--- config.mk ---
export PLATFORM = sky130hd
export DESIGN_NAME = mem_read_sched
export DESIGN_NICKNAME = d
export VERILOG_FILES = /design/src/rtl/mem_read_sched_pkg.sv /design/src/rtl/mem_read_sched_prio_enc12.sv /design/src/rtl/mem_read_sched.sv
export SDC_FILE = /design/constraint.sdc
export NUM_CORES = 1
export LEC_CHECK = 0
export CAP_MARGIN = 10
export CORE_ASPECT_RATIO = 0.7
export CORE_UTILIZATION = 55
export CTS_CLUSTER_SIZE = 14
export DETAILED_ROUTE_END_ITERATION = 8
export GPL_ROUTABILITY_DRIVEN = 0
export PLACE_DENSITY = 0.82
export RECOVER_POWER = 25
export SLEW_MARGIN = 20
export SYNTH_ARGS = -nofsm -noshare
export SYNTH_HDL_FRONTEND = slang
export SYNTH_SLANG_ARGS = --single-unit
--- constraint.sdc ---
create_clock -name clk -period 4.84 [get_ports clk]
set_input_delay 0.968 -clock clk [delete_from_list [all_inputs] [get_ports clk]]
set_output_delay 0.968 -clock clk [all_outputs]
set_load 0.01 [all_outputs]
--- src/rtl/mem_read_sched_pkg.sv ---
// Shared types, constants and select-code lookup for the per-BX read scheduler.
// Latency: none (declarations and a pure combinational function only).
// Backpressure: none; the scheduler is open-loop and has no ready input.
package mem_read_sched_pkg;

  localparam int NPORT = 12;
  localparam int AW    = 6;

  localparam logic [3:0] HDR_CODE  = 4'b1111;
  localparam logic [3:0] IDLE_CODE = 4'b0000;

  typedef enum logic [1:0] {
    IDLE   = 2'd0,
    HEADER = 2'd1,
    READ   = 2'd2,
    DONE   = 2'd3
  } state_t;

  // Ports 9..11 skip 4'b1010 so the downstream mux never sees that code;
  // 4'b1110 is likewise left unused.
  function automatic logic [3:0] port_code(input logic [3:0] p);
    logic [3:0] code;
    case (p)
      4'd0, 4'd1, 4'd2, 4'd3, 4'd4,
      4'd5, 4'd6, 4'd7, 4'd8: code = p + 4'd1;
      4'd9:                   code = 4'b1011;
      4'd10:                  code = 4'b1100;
      4'd11:                  code = 4'b1101;
      default:                code = IDLE_CODE;
    endcase
    return code;
  endfunction

endpackage

--- src/rtl/mem_read_sched_prio_enc12.sv ---
// Lowest-index-set priority encoder over the 12 "port still has entries" bits.
// Latency: purely combinational.
// Backpressure: none.
module prio_enc12
  import mem_read_sched_pkg::*;
(
  input  logic [NPORT-1:0] req,
  output logic [3:0]       index,
  output logic             any
);

  // Scan from the top down so the lowest set index wins.
  always_comb begin
    index = 4'd0;
    any   = 1'b0;
    for (int k = NPORT - 1; k >= 0; k--) begin
      if (req[k]) begin
        index = 4'(k);
        any   = 1'b1;
      end
    end
  end

endmodule

--- src/rtl/mem_read_sched.sv ---
// Per-BX read scheduler: header slot, then one read slot per stored entry, ports ascending.
// Latency: header one cycle after start, first data slot two cycles after start; all outputs registered.
// Backpressure: none; slots issue every cycle, a per-frame budget caps the frame and flags truncation.
module mem_read_sched
  import mem_read_sched_pkg::*;
#(
  parameter int BUDGET = 100
) (
  input  logic                clk,
  input  logic                reset_n,
  input  logic                start,
  input  logic [2:0]          bx_in,
  input  logic [NPORT*AW-1:0] nent,
  output logic [3:0]          sel,
  output logic [2:0]          bx_out,
  output logic [NPORT-1:0]    rd_en,
  output logic [AW-1:0]       rd_addr,
  output logic                busy,
  output logic                done,
  output logic                trunc
);

  localparam int SW = $clog2(BUDGET + 1);

  state_t           state, state_n;
  logic [AW-1:0]    rem     [NPORT];
  logic [AW-1:0]    rem_n   [NPORT];
  logic [AW-1:0]    lat     [NPORT];
  logic [AW-1:0]    lat_n   [NPORT];
  logic [SW-1:0]    slot, slot_n;

  logic [3:0]       sel_n;
  logic [2:0]       bx_n;
  logic [NPORT-1:0] rd_en_n;
  logic [AW-1:0]    rd_addr_n;
  logic             busy_n, done_n, trunc_n;

  logic [NPORT-1:0] nz;
  logic [3:0]       idx;
  logic             any;

  // A port is a candidate while it still has unread entries.
  always_comb begin
    for (int k = 0; k < NPORT; k++) nz[k] = (rem[k] != '0);
  end

  prio_enc12 u_prio (
    .req   (nz),
    .index (idx),
    .any   (any)
  );

  // Next state and next registered outputs; the registered copy of each is
  // what the downstream mux sees, so rem already excludes the displayed slot.
  always_comb begin
    state_n   = state;
    rem_n     = rem;
    lat_n     = lat;
    slot_n    = slot;
    sel_n     = IDLE_CODE;
    bx_n      = bx_out;
    rd_en_n   = '0;
    rd_addr_n = '0;
    busy_n    = 1'b0;
    done_n    = 1'b0;
    trunc_n   = trunc;

    if (start) begin
      // A start always opens a new frame; an aborted frame reports its
      // leftovers through trunc during the new header only.
      state_n = HEADER;
      sel_n   = HDR_CODE;
      bx_n    = bx_in;
      busy_n  = 1'b1;
      slot_n  = SW'(1);
      trunc_n = busy && any;
      for (int k = 0; k < NPORT; k++) begin
        rem_n[k] = nent[k*AW +: AW];
        lat_n[k] = nent[k*AW +: AW];
      end
    end else begin
      case (state)
        HEADER, READ: begin
          if (!any || slot >= SW'(BUDGET)) begin
            state_n = DONE;
            done_n  = 1'b1;
            trunc_n = any;
          end else begin
            state_n    = READ;
            busy_n     = 1'b1;
            sel_n      = port_code(idx);
            rd_en_n    = {{(NPORT-1){1'b0}}, 1'b1} << idx;
            rd_addr_n  = lat[idx] - rem[idx];
            rem_n[idx] = rem[idx] - AW'(1);
            slot_n     = slot + SW'(1);
            trunc_n    = 1'b0;
          end
        end
        DONE:    state_n = IDLE;
        default: state_n = IDLE;
      endcase
    end
  end

  // State, per-port counters and all outputs update together.
  always_ff @(posedge clk or negedge reset_n) begin
    if (!reset_n) begin
      state   <= IDLE;
      slot    <= '0;
      sel     <= IDLE_CODE;
      bx_out  <= '0;
      rd_en   <= '0;
      rd_addr <= '0;
      busy    <= 1'b0;
      done    <= 1'b0;
      trunc   <= 1'b0;
      for (int k = 0; k < NPORT; k++) begin
        rem[k] <= '0;
        lat[k] <= '0;
      end
    end else begin
      state   <= state_n;
      slot    <= slot_n;
      sel     <= sel_n;
      bx_out  <= bx_n;
      rd_en   <= rd_en_n;
      rd_addr <= rd_addr_n;
      busy    <= busy_n;
      done    <= done_n;
      trunc   <= trunc_n;
      for (int k = 0; k < NPORT; k++) begin
        rem[k] <= rem_n[k];
        lat[k] <= lat_n[k];
      end
    end
  end

endmodule

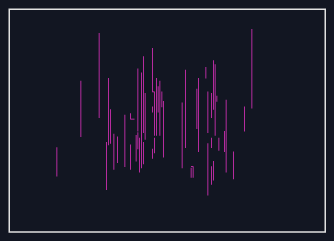
(run_1/m4.png)
(2 px per um)
wire length on this layer: 990 um
share of all routed wire: 3.5%
main direction: vertical
longest straight run: 47.6 um
nets with wire on the layer: 39
drt total wl: 28300 um
Vias: 8093

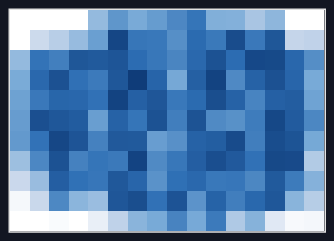
(run_1/util_map.png)
(2 px per um) 16 x 11 tiles, from white (low) to dark blue (high), 0 to 100% covered.
fullest tile: 95%
mean over tiles: 63%
nearly empty tiles: 5.7%
tiles over 75% full: 39%
fin util: 0.681
CORE AREA: 0.0164 sq mm
Initial Util: 0.566

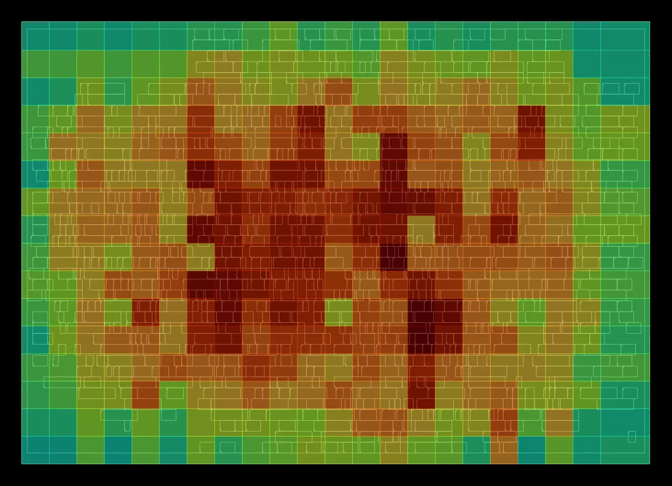
(run_1/congestion_map.png)
GR Util met2: 0.453
GR peak layer: met1
routed len/inst: 22.4 um

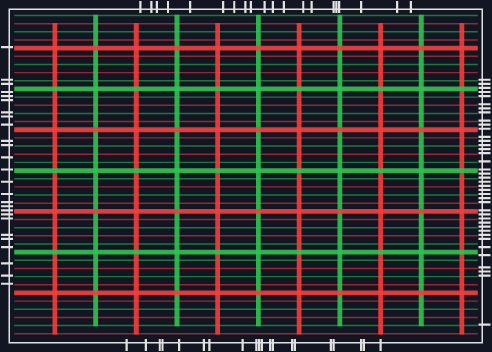
(run_1/floorplan.png)
(3 px per um) Pins as bars on the die edge.
| net | colour |
|---|---|
| VDD | green |
| VSS | red |
signal pins: 106
rows: 39
met5 straps: 7
met1 rails: 40
met4 straps: 11
Die Y: 111 um
VDD IR-drop max: 0.204 mV
DIE WIDTH: 157 um

==> out/results.tsv, run 1 <==
stage	metric	value	unit
global_routing	grt total ovfl	0	
floorplanning	I/O Pins	106	
finish	Area growth syn-to-layout	20.4	%
finish	Reg area	0.00453	sq mm
clock_network	Hold Buf Count CTS	0	
critical_path	FF-to-FF Start	rem[42]	
critical_path	critical path arrival	4.87	ns
power_and_ir_drop	switching share of power	0.315	
global_routing	first-pass GRT wire length	43900	um
status	failing checks	capacitance limit, slew limit	
status	outcome	finished with violations	
critical_path	R2R Path End	rd_addr[5]	
finish	Inverters	53	
route	DRC viols	0	
critical_path	crit path launch type	flip-flop	
timing	max-slew violations	105	
global_routing	vias in the first global route	7854	
timing	Final Hold Fails	0	
synthesis	post-synthesis cell area	0.00927	sq mm
global_routing	antenna violations before repair	0	
synthesis	Synth Instances	933	
finish	Data buffer area share	0.115	
synthesis	Post-synth seq share	0.488	
synthesis	Yosys top cell by instances	dfrtp_1	
synthesis	asr flop ratio synth	1.00	
run	max cap viols	1	
finish	Leading cell kind	registers	
global_routing	largest net degree at the start of global routing	139	
route	met3 WL	3970	um
floorplanning	floorplan row count	39	
floorplanning	DIE AREA	0.0174	sq mm
global_routing	Overall Global Routing Usage	0.339	
critical_path	Crit Path Max Fanout	14	
clock_network	post-cts gate resize count	0	
finish	Seq/total area	0.406	
finish	Clock buffer cells	18	
finish	combinational share of cell area	0.386	
min_path	worst hold path cell count	1	
synthesis	cells taking the most area after synthesis	dfrtp_1, mux2_2, o21ai_0	
clock_network	post-CTS setup buffer count	0	
synthesis	yosys adder share	0.0210	
critical_path	R2R Setup Slk	0.29	ns
clock_network	CTS tree	done	
finish	Ant. Diodes	0	
placement	DP Wirelength	19800	um
route	Vias/cell	6.42	
synthesis	yosys simple share	0.144	
power_and_ir_drop	total power draw	4.10	mW
min_path	hold_sp	lat[46]	
## run 1: worst max path at each step
stage	cells after the start	from	end	slack [ns]
2_1_floorplan	21	rem[6]	rd_addr[5]	0.74
3_3_place_gp	19	rem[42]	rd_addr[5]	0.50
3_5_place_dp	19	rem[42]	rd_addr[5]	0.34
4_1_cts	18	rem[42]	rd_addr[5]	0.28
5_1_grt	18	rem[66]	rd_addr[5]	0.002
6_report	19	rem[42]	rd_addr[5]	0.29
## run 1: critical path, cell delays in order (launching register included)
cell	delay [ns]
dfrtp_1	0.42
nor4_2	0.46
a211oi_1	0.16
a211oi_1	0.41
a21boi_4	0.41
buf_4	0.19
buf_12	0.15
mux2i_1	0.25
nand2_1	0.15
o21ai_0	0.10
mux2i_1	0.17
ha_1	0.32
nor2b_1	0.12
o21ai_0	0.17
nand2b_1	0.14
a21o_1	0.22
a21oi_1	0.17
xor2_1	0.20
xnor2_1	0.14
nor2_1	0.06
## run 1: power by group through the flow
stage	clock network, mW	logic [mW]	registers, mW
floorplan	0	0.527	1.77
global placement	0	0.886	1.80
detailed placement	0	0.909	1.80
CTS	1.36	0.916	1.78
global route	1.43	1.01	1.80
finish	1.36	0.947	1.79
## run 1: per-stage QoR
stage | std cells | instance area [sq um] | setup WS, ns | hold slack [ns] | utilization
after floorplan | 933 | 9270 | 0.744 | 0.460 | -
after global placement | 1224 | 10600 | 0.504 | 0.485 | 0.644
after detailed placement | 1224 | 10600 | 0.338 | 0.489 | 0.644
after CTS | 1254 | 11100 | 0.277 | 0.505 | 0.678
after global routing | 1260 | 11200 | 0.00151 | 0.527 | 0.681
final | 1260 | 11200 | 0.292 | 0.505 | 0.681
## run 1: cell families after synthesis
kind of cell	Yosys count
xor+xnor	14
simple gates	257
fa+ha+maj	15
mux	89
compound gates	264
buf+inv	113
flops	181
==> run_1/clock_wires.png <==
(4 px per um)
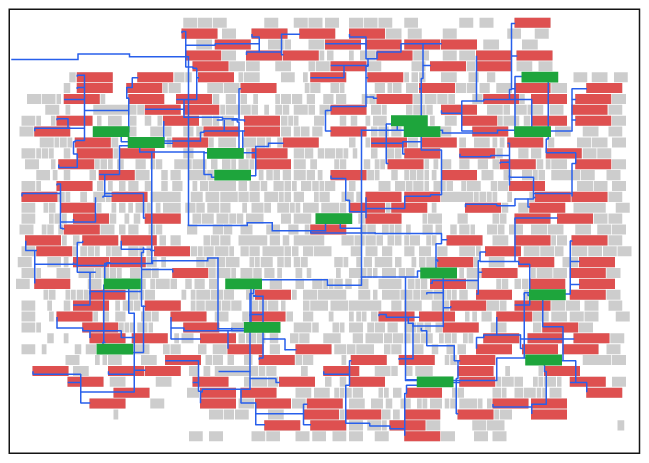

--- run 2 (diff from run 1) ---
--- a/config.mk
+++ b/config.mk
@@ -9,3 +9,3 @@
 export CORE_ASPECT_RATIO = 0.7
-export CORE_UTILIZATION = 55
+export CORE_UTILIZATION = 40
 export CTS_CLUSTER_SIZE = 14
@@ -13,4 +13,5 @@
 export GPL_ROUTABILITY_DRIVEN = 0
-export PLACE_DENSITY = 0.82
+export PLACE_DENSITY = 0.64
 export RECOVER_POWER = 25
+export REMOVE_ABC_BUFFERS = 1
 export SLEW_MARGIN = 20
--- a/constraint.sdc
+++ b/constraint.sdc
@@ -3,2 +3,2 @@
 set_output_delay 0.968 -clock clk [all_outputs]
-set_load 0.01 [all_outputs]
+set_load 0.005 [all_outputs]
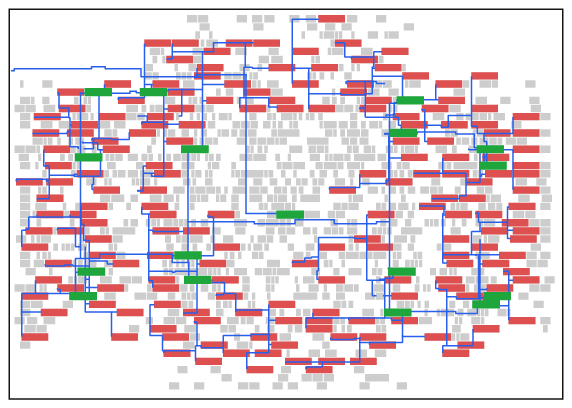
(run_2/clock_wires.png)
(3 px per um)
[clock-net drivers] green | count: 17
[flip-flops] red | count: 181
[clock wires] blue | length: 2320 um
flops lie: spread over the die
Clock Power Share: 0.330
Clock Latency Late Sink: 0.45 ns
clock skew: 0.0105 ns

==> out/results.tsv, run 2 <==
stage	metric	value	unit	change
synthesis	post-synthesis cell area	0.00927	sq mm	unchanged
status	outcome	finished with violations		
route	Vias	7819		-3.4%
timing	max-slew violations	178		+70%
power_and_ir_drop	VDD IR-drop max	0.277	mV	+36%
synthesis	cells taking the most area after synthesis	dfrtp_1, mux2_2, o21ai_0		
run	max cap viols	2		+1
global_routing	antenna violations before repair	0		unchanged
status	failing checks	capacitance limit, slew limit		
placement	DP Wirelength	21400	um	+7.9%
critical_path	FF-to-FF Start	rem[8]		
placement	pre-CTS WS	0.377	ns	+0.0385 ns
floorplanning	DIE AREA	0.0238	sq mm	+37%
critical_path	worst setup path endpoint	rd_addr[5]		
critical_path	worst path cell trace	or4_1 -> a211oi_1 -> o211ai_1 -> a21boi_4 -> buf_12 -> o21ai_0 -> a211oi_1 -> nor2_1 -> mux2i_1 -> ha_1 -> nor2b_1 -> o21ai_0 -> nand2b_1 -> a21o_1 -> a21oi_1 -> xor2_1 -> xnor2_1 -> nor2_1		
critical_path	Crit path largest cell delay	0.48	ns	+0.02 ns
critical_path	CP max stage cell	or4_1		
synthesis	Synth Instances	933		unchanged
route	Vias/cell	5.78		-10%
route	drt total wl	29300	um	+3.7%
critical_path	crit path launch type	flip-flop		
floorplanning	Die Y	129	um	+17%
critical_path	Crit Path Max Fanout	32		+18
-- run 2: cell counts after synthesis --
No cell type changed its count.
-- run 2: repair_timing --
item / 4_1_cts / 5_1_grt
gates resized: 0 / 1
setup endpoints to repair: 0 / 1
hold buffers: 0 / 0
-- run 2: how the worst min path moves through the flow --
| stage | to | slack (ns) | cells past startpoint |
|---|---|---|---|
| after floorplan | slot[6] | 0.46 | 2 |
| after global placement | slot[6] | 0.48 | 2 |
| after detailed placement | lat[22] | 0.49 | 1 |
| after CTS | lat[22] | 0.50 | 1 |
| after global routing | lat[22] | 0.51 | 1 |
| final | lat[21] | 0.50 | 1 |
-- run 2: per-stage QoR --
step	area (sq um)	TNS [ns]	total power, mW	utilization	instances
3_3_place_gp	10700	0	2.75	0.474	1321
3_5_place_dp	10700	0	2.75	0.474	1321
4_1_cts	11300	0	4.11	0.499	1353
5_1_grt	11300	0	4.29	0.498	1353
6_report	11300	0	4.12	0.498	1353
2_1_floorplan	9010	-15.03	2.25	-	873
-- run 2: report_power, final --
group          switching [mW]  leakage (nW)  internal (mW)
Sequential              0.122          2.21           1.66
Combinational           0.571          2.28          0.403
Clock                   0.632         0.274          0.728
-- run 2: final cells by class --
| type | count | area (sq um) | area share |
|---|---|---|---|
| timing repair buffer | 136 | 1310 | 0.116 |
| inverter | 53 | 199 | 0.0176 |
| tap | 312 | 390 | 0.0346 |
| multi-input combinational | 639 | 4300 | 0.381 |
| clock inverter | 13 | 125 | 0.0111 |
| sequential | 181 | 4530 | 0.401 |
| clock buffer | 19 | 443 | 0.0392 |
-- run 2: routing by layer --
metal	wire (um)	vias to the layer above	global-route usage
met5	0	-	0
li1	-	3534	-
met4	680	0	0.0887
met2	12100	407	0.361
met1	13800	3839	0.390
met3	2760	39	0.0596
==> run_2/util_map.png <==
(1.5 px per um) 18 x 13 tiles, from white (low) to dark blue (high), 0 to 100% covered.
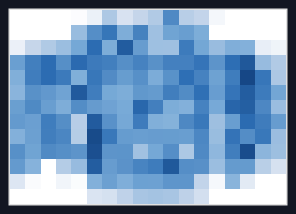

--- run 3 (diff from run 2) ---
- CTS_BUF_LIST: unset -> sky130_fd_sc_hd__clkbuf_8
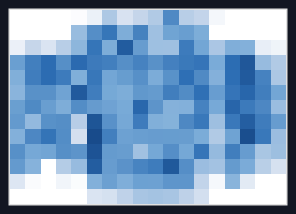
(run_3/util_map.png)
(1.5 px per um) 18 x 13 tiles, from white (low) to dark blue (high), 0 to 100% covered.
fullest tile: 89%
nearly empty tiles: 14%
mean over tiles: 45%
tiles over 75% full: 8.1%
fin util: 0.490
Initial Util: 0.409
CORE AREA: 0.0227 sq mm

==> out/results.tsv, run 3 <==
stage	metric	value	unit	change
global_routing	antenna violations before repair	0		unchanged
critical_path	worst setup path endpoint	rd_addr[5]		
synthesis	Synth Instances	933		unchanged
finish	Design Area, Final	0.0111	sq mm	-1.7%
power_and_ir_drop	VDD IR-drop max	0.185	mV	-33%
timing	clock skew	0.0227	ns	+0.0123 ns
status	outcome	finished with violations		
timing	max-slew violations	178		unchanged
synthesis	cells taking the most area after synthesis	dfrtp_1, mux2_2, o21ai_0		
critical_path	CP max stage cell	or4_1		
clock_network	Hold Buf Count CTS	0		unchanged
critical_path	worst path cell trace	or4_1 -> a211oi_1 -> o211ai_1 -> a21boi_4 -> buf_12 -> o21ai_0 -> a211oi_1 -> nor2_1 -> mux2i_1 -> ha_1 -> nor2b_1 -> o21ai_0 -> nand2b_1 -> a21o_1 -> a21oi_1 -> xor2_1 -> xnor2_1 -> nor2_1		
synthesis	post-synthesis cell area	0.00927	sq mm	unchanged
clock_network	Clock Latency Late Sink	0.50	ns	+0.05 ns
run	max cap viols	2		unchanged
power_and_ir_drop	total power draw	3.77	mW	-8.5%
power_and_ir_drop	switching pwr	1.28	mW	-3.2%
power_and_ir_drop	Clock Power Share	0.269		-0.061
critical_path	FF-to-FF Start	rem[8]		
floorplanning	DIE AREA	0.0238	sq mm	unchanged
placement	DP Wirelength	21400	um	unchanged
power_and_ir_drop	sequential power share	0.473		+0.040
status	failing checks	capacitance limit, slew limit		
critical_path	Crit path largest cell delay	0.48	ns	about the same
placement	pre-CTS WS	0.377	ns	unchanged
power_and_ir_drop	Internal	2.49	mW	-11%
power_and_ir_drop	switching share of power	0.340		+0.0185
==> run 3: worst min path at each step <==
stage               startpoint  cells past startpoint  endpoint  slack, ns
floorplan              slot[6]                      2   slot[6]       0.46
global placement       slot[6]                      2   slot[6]       0.48
detailed placement     lat[22]                      1   lat[22]       0.49
CTS                    lat[22]                      1   lat[22]       0.51
global route           lat[22]                      1   lat[22]       0.52
finish                 lat[22]                      1   lat[22]       0.50
==> run 3: metrics by stage <==
stage	instances	TNS, ns
after floorplan	873	-15.03
after global placement	1321	0
after detailed placement	1321	0
after CTS	1353	0
after global routing	1353	0
final	1353	0
==> run 3: layer usage <==
layer	vias up	part of all wire	track usage
li1	3537	-	-
met1	3811	0.46	0.384
met2	454	0.41	0.356
met3	51	0.11	0.0711
met4	0	0.025	0.0863
met5	-	0	0
==> run 3: area by class of cell <==
class	instances	area, sq um
clock buffers	18	248
repair buffers	136	1310
inverters	53	199
multi-input cells	639	4300
well taps	312	390
clock inverters	14	129
fillers	2142	11600
flip-flops and latches	181	4530
==> run 3: cells by family after synthesis <==
group | Yosys count | share of synthesized area
compound gates | 264 | 0.176
fa+ha+maj | 15 | 0.0211
buf+inv | 113 | 0.0495
mux | 89 | 0.108
simple gates | 257 | 0.144
xor+xnor | 14 | 0.0132
flops | 181 | 0.488
==> run 3: power groups by stage <==
stage | registers [mW] | logic [mW] | clock network (mW)
detailed placement | 1.81 | 0.949 | 0
floorplan | 1.76 | 0.484 | 0
global placement | 1.80 | 0.947 | 0
finish | 1.78 | 0.974 | 1.01
global route | 1.80 | 1.05 | 1.09
CTS | 1.78 | 0.954 | 1.03
Power and IR drop assume default switching activity.
